===== src/rtl/bitstream_power_sched.sv =====
// rtl/bitstream_power_sched.sv - round-robin time-sharing of one bitstream power unit
// Optional abort on request drop: define POWER_SCHED_ABORT_EN.
module bitstream_power_sched #(
  parameter int N_REQ = 4,
  parameter int EXP   = 8,
  parameter int LEN_W = 8
) (
  input  logic                       i_clk,
  input  logic                       i_rst,
  input  logic [N_REQ-1:0]           i_req,
  input  logic [N_REQ-1:0]           i_x_in,
  output logic [N_REQ-1:0]           o_grant,
  output logic                       o_busy,
  output logic                       o_pu_x,
  input  logic                       i_pu_y,
  output logic                       o_done,
  output logic [$clog2(N_REQ)-1:0]   o_done_id,
  output logic [LEN_W:0]             o_result
);

  localparam int ID_W  = $clog2(N_REQ);
  localparam int LEN   = 1 << LEN_W;
  localparam int CNT_W = (LEN_W > $clog2(EXP)) ? LEN_W : $clog2(EXP);
  localparam logic [N_REQ-1:0] GRANT_ONE = N_REQ'(1);

  typedef enum logic [1:0] {S_IDLE, S_FLUSH, S_RUN, S_DONE} state_t;

  state_t             r_state;
  logic [N_REQ-1:0]   r_grant;
  logic [ID_W-1:0]    r_gid;
  logic [ID_W-1:0]    r_ptr;
  logic [CNT_W-1:0]   r_cnt;
  logic [LEN_W:0]     r_acc;
  logic               r_done;
  logic [ID_W-1:0]    r_done_id;
  logic [LEN_W:0]     r_result;

  logic               w_hit;
  logic [ID_W-1:0]    w_win;
  logic [ID_W-1:0]    w_idx;
  logic [ID_W-1:0]    w_next_ptr;
  logic               w_active;
  logic               w_abort;

  // first requesting index found when scanning upward from the pointer, wrapping
  always_comb begin
    w_hit = 1'b0;
    w_win = '0;
    w_idx = '0;
    for (int i = 0; i < N_REQ; i++) begin
      w_idx = ID_W'((int'(r_ptr) + i) % N_REQ);
      if (!w_hit && i_req[w_idx]) begin
        w_hit = 1'b1;
        w_win = w_idx;
      end
    end
  end

  assign w_next_ptr = (r_gid == ID_W'(N_REQ - 1)) ? '0 : r_gid + 1'b1;
  assign w_active   = (r_state == S_FLUSH) || (r_state == S_RUN);

`ifdef POWER_SCHED_ABORT_EN
  assign w_abort = w_active && !i_req[r_gid];
`else
  assign w_abort = 1'b0;
`endif

  // window sequencing: grant, flush the unit's taps, count ones, report
  always_ff @(posedge i_clk) begin
    if (i_rst) begin
      r_state   <= S_IDLE;
      r_grant   <= '0;
      r_gid     <= '0;
      r_ptr     <= '0;
      r_cnt     <= '0;
      r_acc     <= '0;
      r_done    <= 1'b0;
      r_done_id <= '0;
      r_result  <= '0;
    end else begin
      r_done <= 1'b0;
      case (r_state)
        S_IDLE: begin
          if (w_hit) begin
            r_state <= S_FLUSH;
            r_grant <= GRANT_ONE << w_win;
            r_gid   <= w_win;
            r_cnt   <= '0;
            r_acc   <= '0;
          end
        end
        S_FLUSH: begin
          if (w_abort) begin
            r_state <= S_IDLE;
            r_grant <= '0;
            r_ptr   <= w_next_ptr;
            r_cnt   <= '0;
          end else if (r_cnt == CNT_W'(EXP - 1)) begin
            r_state <= S_RUN;
            r_cnt   <= '0;
          end else begin
            r_cnt <= r_cnt + 1'b1;
          end
        end
        S_RUN: begin
          if (w_abort) begin
            r_state <= S_IDLE;
            r_grant <= '0;
            r_ptr   <= w_next_ptr;
            r_cnt   <= '0;
          end else begin
            r_acc <= r_acc + {{LEN_W{1'b0}}, i_pu_y};
            if (r_cnt == CNT_W'(LEN - 1)) begin
              r_state <= S_DONE;
              r_grant <= '0;
              r_cnt   <= '0;
            end else begin
              r_cnt <= r_cnt + 1'b1;
            end
          end
        end
        S_DONE: begin
          r_done    <= 1'b1;
          r_done_id <= r_gid;
          r_result  <= r_acc;
          r_ptr     <= w_next_ptr;
          r_state   <= S_IDLE;
        end
        default: r_state <= S_IDLE;
      endcase
    end
  end

  assign o_grant   = r_grant;
  assign o_busy    = (r_state != S_IDLE);
  assign o_pu_x    = w_active && i_x_in[r_gid];
  assign o_done    = r_done;
  assign o_done_id = r_done_id;
  assign o_result  = r_result;

endmodule


===== config.mk =====
export PLATFORM = sky130hd
export DESIGN_NAME = bitstream_power_sched
export DESIGN_NICKNAME = d
export VERILOG_FILES = /design/src/rtl/bitstream_power_sched.sv
export SDC_FILE = /design/constraint.sdc
export NUM_CORES = 1
export LEC_CHECK = 0
export CAP_MARGIN = 20
export CORE_UTILIZATION = 45
export DETAILED_ROUTE_END_ITERATION = 10
export HOLD_SLACK_MARGIN = 0.08
export PLACE_DENSITY_LB_ADDON = 0.25
export SETUP_SLACK_MARGIN = 0.15
export SYNTH_ARGS = -nofsm -noshare
export SYNTH_HDL_FRONTEND = slang
export SYNTH_SLANG_ARGS = --single-unit

===== constraint.sdc =====
create_clock -name i_clk -period 2.71 [get_ports i_clk]
set_clock_uncertainty 0.2 [all_clocks]
set_input_delay 0.6775 -clock i_clk [delete_from_list [all_inputs] [get_ports i_clk]]
set_output_delay 0.6775 -clock i_clk [all_outputs]
set_load 0.02 [all_outputs]

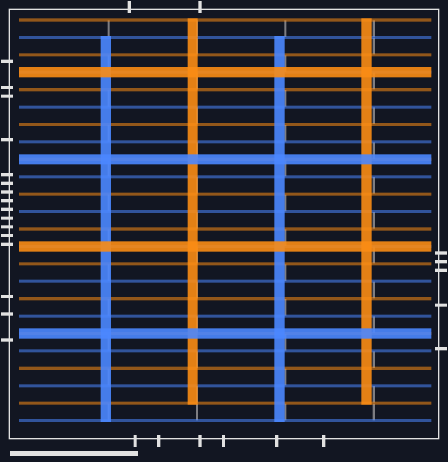
*Supply network*
The bar under the picture is 20 microns long. Pins as bars on the die edge. Tap cells in gray.
- VSS: blue
- VDD: orange
- rows: 23
- tap cells: 50

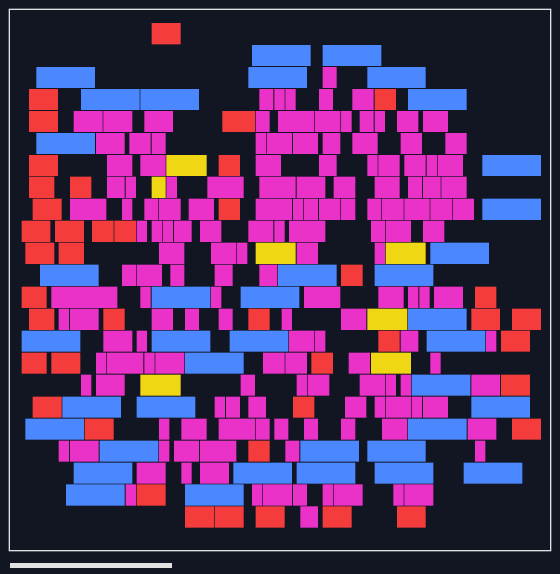
*Placed cells, one color a class*
The bar under the picture is 20 microns long.
- other buffers and delay cells: red (cells 42; share of their area 16%)
- flops: blue (cells 39; share of their area 34%)
- combinational and other logic: magenta (cells 157; share of their area 46%)
- clock drivers and dummy loads: yellow (cells 7; share of their area 3.8%)

==> results.txt <==
The implementation run finished. The flow ran to the end, and the final reports show no timing, DRC or antenna violations. Leakage dissipation landed at 0.868 nW. Area of the placeable core landed at 0.00403 sq mm. Of the total standard cell area in the layout, the multi-input combinational portion is 43.6%. The synthesis run identifies the leading combinational cell family as AND-OR/OR-AND gates.

In the detailed route, the total length drawn on met2 is 1.75 mm. Sequential share of cell area landed at 32.6%. Hold violation total from the final report landed at 0.

Summed over all sequential cells, the power is 0.652 mW. The kind of cell with the highest combined delay along the critical path is multiplexers. Total combinational power landed at 0.588 mW.

Internal power component landed at 1.05 mW. Overall power landed at 1.64 mW. Synthesized area divided by synthesized cell count landed at 9.18 sq um. Net switching power of the design landed at 0.583 mW. Looking at hold timing, the worst path starts from o_grant[1]$_SDFFE_PP0P_. Die extent in x landed at 66.8 microns.

Remaining design rule violation count landed at 0. The synthesis report names the predominant flop master as sky130_fd_sc_hd__dfxtp_1. Count of flip-flops and latches landed at 39.

Number of enable flip-flop cells landed at 0. The switching portion of total power comes to 35.6%. Half-perimeter wire length after placement landed at 2.83 mm. For the worst setup path, the data arrival time is 1.65 ns.

Relative area of non-clock buffer cells in the final design landed at 15.9%. Area of the die landed at 0.00447 sq mm. The final timing summary puts the cycle share of the worst path at 93.1%. Setup slack on the worst reg-to-reg path comes out at 0.56 ns. Number of iterations in the first detailed-routing pass landed at 4. The final layout contains 265 nets. Initial antenna violation count landed at 0. The worst register-to-register path begins at r_state[0]$_SDFFE_PP0P_. Number of instances in the placed design landed at 288. For the worst flop-to-flop path, the logic depth is 7. Routed signal wires occupy layers up through met4. Arithmetic-cell share of the synthesized area counting full adders, half adders and majority gates landed at 5.95%. Setup repair after global routing left no endpoint under its margin. In this run the cell area of the synthesized design comes to 0.00189 sq mm. Xor/xnor share of the synthesized area landed at 3.70%.

The flow reported a cell area power density of 684 mW/mm^2. The sequential cells in the finished layout cover a total of 781 sq um. The top cell types in the final layout, fill and taps aside, are sky130_fd_sc_hd__dfxtp_1 (39), sky130_fd_sc_hd__nor2_1 (25), sky130_fd_sc_hd__clkdlybuf4s50_1 (22). Before placement the cells fill 47.0% of the core. Clock-pin slew on the worst setup and hold paths landed at 0.07 ns. Part of the total power dissipated in combinational logic landed at 35.9%. Subtracting the final worst setup slack from the clock period gives 2.52 ns. For this block, the initial DRC count from the detailed router was 101. Per report_power, the top consumer among the power groups is sequential cells. Via count of the first global-routing pass landed at 1515. When the netlist entered floorplanning its net count stood at 226. The flow inserted 50 tap cells.

The endpoint of the worst hold path is reported as o_grant[1]$_SDFFE_PP0P_. In this run the tools logged warnings totalling 30. Looking at the critical path, the single cell with the biggest stage delay is sky130_fd_sc_hd__mux4_2. Fraction of synthesized cell area taken by the top area cell type landed at 41.3%. 29 I/O pins were placed. Worst slack on hold paths landed at 0.281 ns.

The finished layout holds 295 standard cells, fillers aside. In the final report, the number of endpoints failing setup comes to 0. The library cell used most frequently in the layout, excluding fill and tap cells, is sky130_fd_sc_hd__dfxtp_1. TritonCTS built the clock tree.

Share of final layout cell area taken by clock buffers and inverters landed at 3.66%. Pin count of the biggest net entering global routing landed at 20. Area fraction in mux cells landed at 8.07%. Met1 wire length landed at 2.03 mm. In the final layout, the clock buffer count is 6. Number of max-slew violations in the final report landed at 0. The capture point of the worst register-to-register path is recorded as r_cnt[6]$_SDFFE_PP0P_. In the Yosys report the total cell count is 206. Detailed route wirelength on metal3 landed at 167 microns. Tally of max-capacitance violations landed at 0. Post-synthesis share of cell area spent on and-or and or-and gates landed at 22.7%. STA classifies the critical path endpoint as an output port. The CTS report gives the tree buffer count as 5. The max-slew check reports its worst relative slack as 60.5%. Synthesis-to-finish area growth landed at 26.5%. Finished layout cell area landed at 0.00239 sq mm. Number of cells on the critical path landed at 4. Non-clock inverter count in the final layout landed at 10. Number of buffers on the longest clock path landed at 2.

Counting instances in the post-synthesis netlist gives the leading cell types as sky130_fd_sc_hd__dfxtp_1 (39), sky130_fd_sc_hd__nor2_1 (25), sky130_fd_sc_hd__mux2i_1 (13). Counting the warning lines in the Yosys log gives 0. Number of resized instances in the post-cts repair step landed at 12. H-tree depth landed at 2. Global routing consumed, on the met2 layer, 30.9% of the routing resources.

The synthesized netlist devotes 14.3% of its cell area to simple gates. The worst VDD IR drop from the latest analysis is 324 uV. The number of cells on the worst hold path is listed as 1. Following the worst setup path forward leads to its endpoint at o_pu_x. Number of logic gates landed at 147.

Remaining global-route overflow landed at 0. Maximum fanout along the worst path landed at 1. Total number of placement rows landed at 23. As logged by OpenROAD, the buffers inserted on ports number 28. Area figure in the yosys stat output landed at 0.00189 sq mm.

Routed via count divided by cell count landed at 5.57. For reference, the critical path cell chain is dlygate4sd2_1, mux4_2, and2_4, buf_6. Post-route setup TNS landed at 0 ns. Post-route core utilization landed at 59.4%.

Combined buffer and inverter count along the critical path landed at 2. According to the hold report, the worst path is of the reg -> reg type. In the setup report, the worst path falls into the class in -> out.
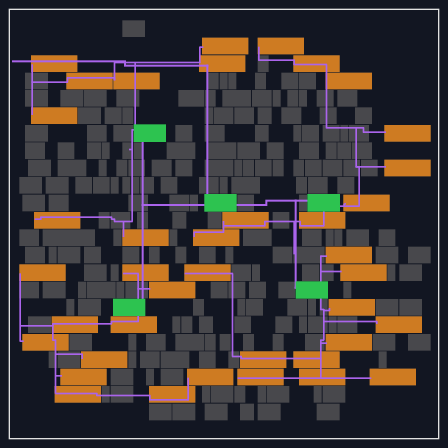
*Routed clock nets over the placement*
- flip-flops: orange (count 39)
- clock wires: purple (length 484 microns)
- clock drivers: green (count 5)
- routed clock nets: 6
later-pin clock latency in the skew report: 0.29 ns
share of total power in the clock network: 24.2%
Clk. pwr: 0.396 mW

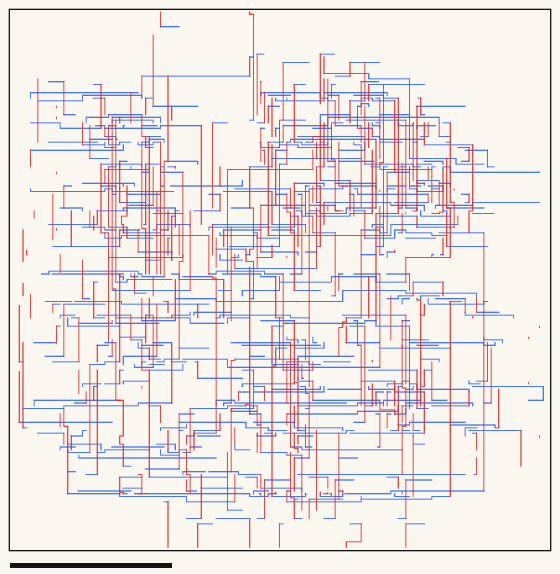
*Metal layers overlaid*
The bar under the picture is 20 microns long. Only two layers are drawn.
- metal 2: red (wire length 1750 microns)
- metal 1: blue (wire length 2030 microns)
overall global routing resource usage: 20.4%
average detailed-routed wire length per instance: 13.6 microns
final wirelength: 4.01 mm
via count of the routed design: 1642

Power is estimated from default activity; no workload was simulated.
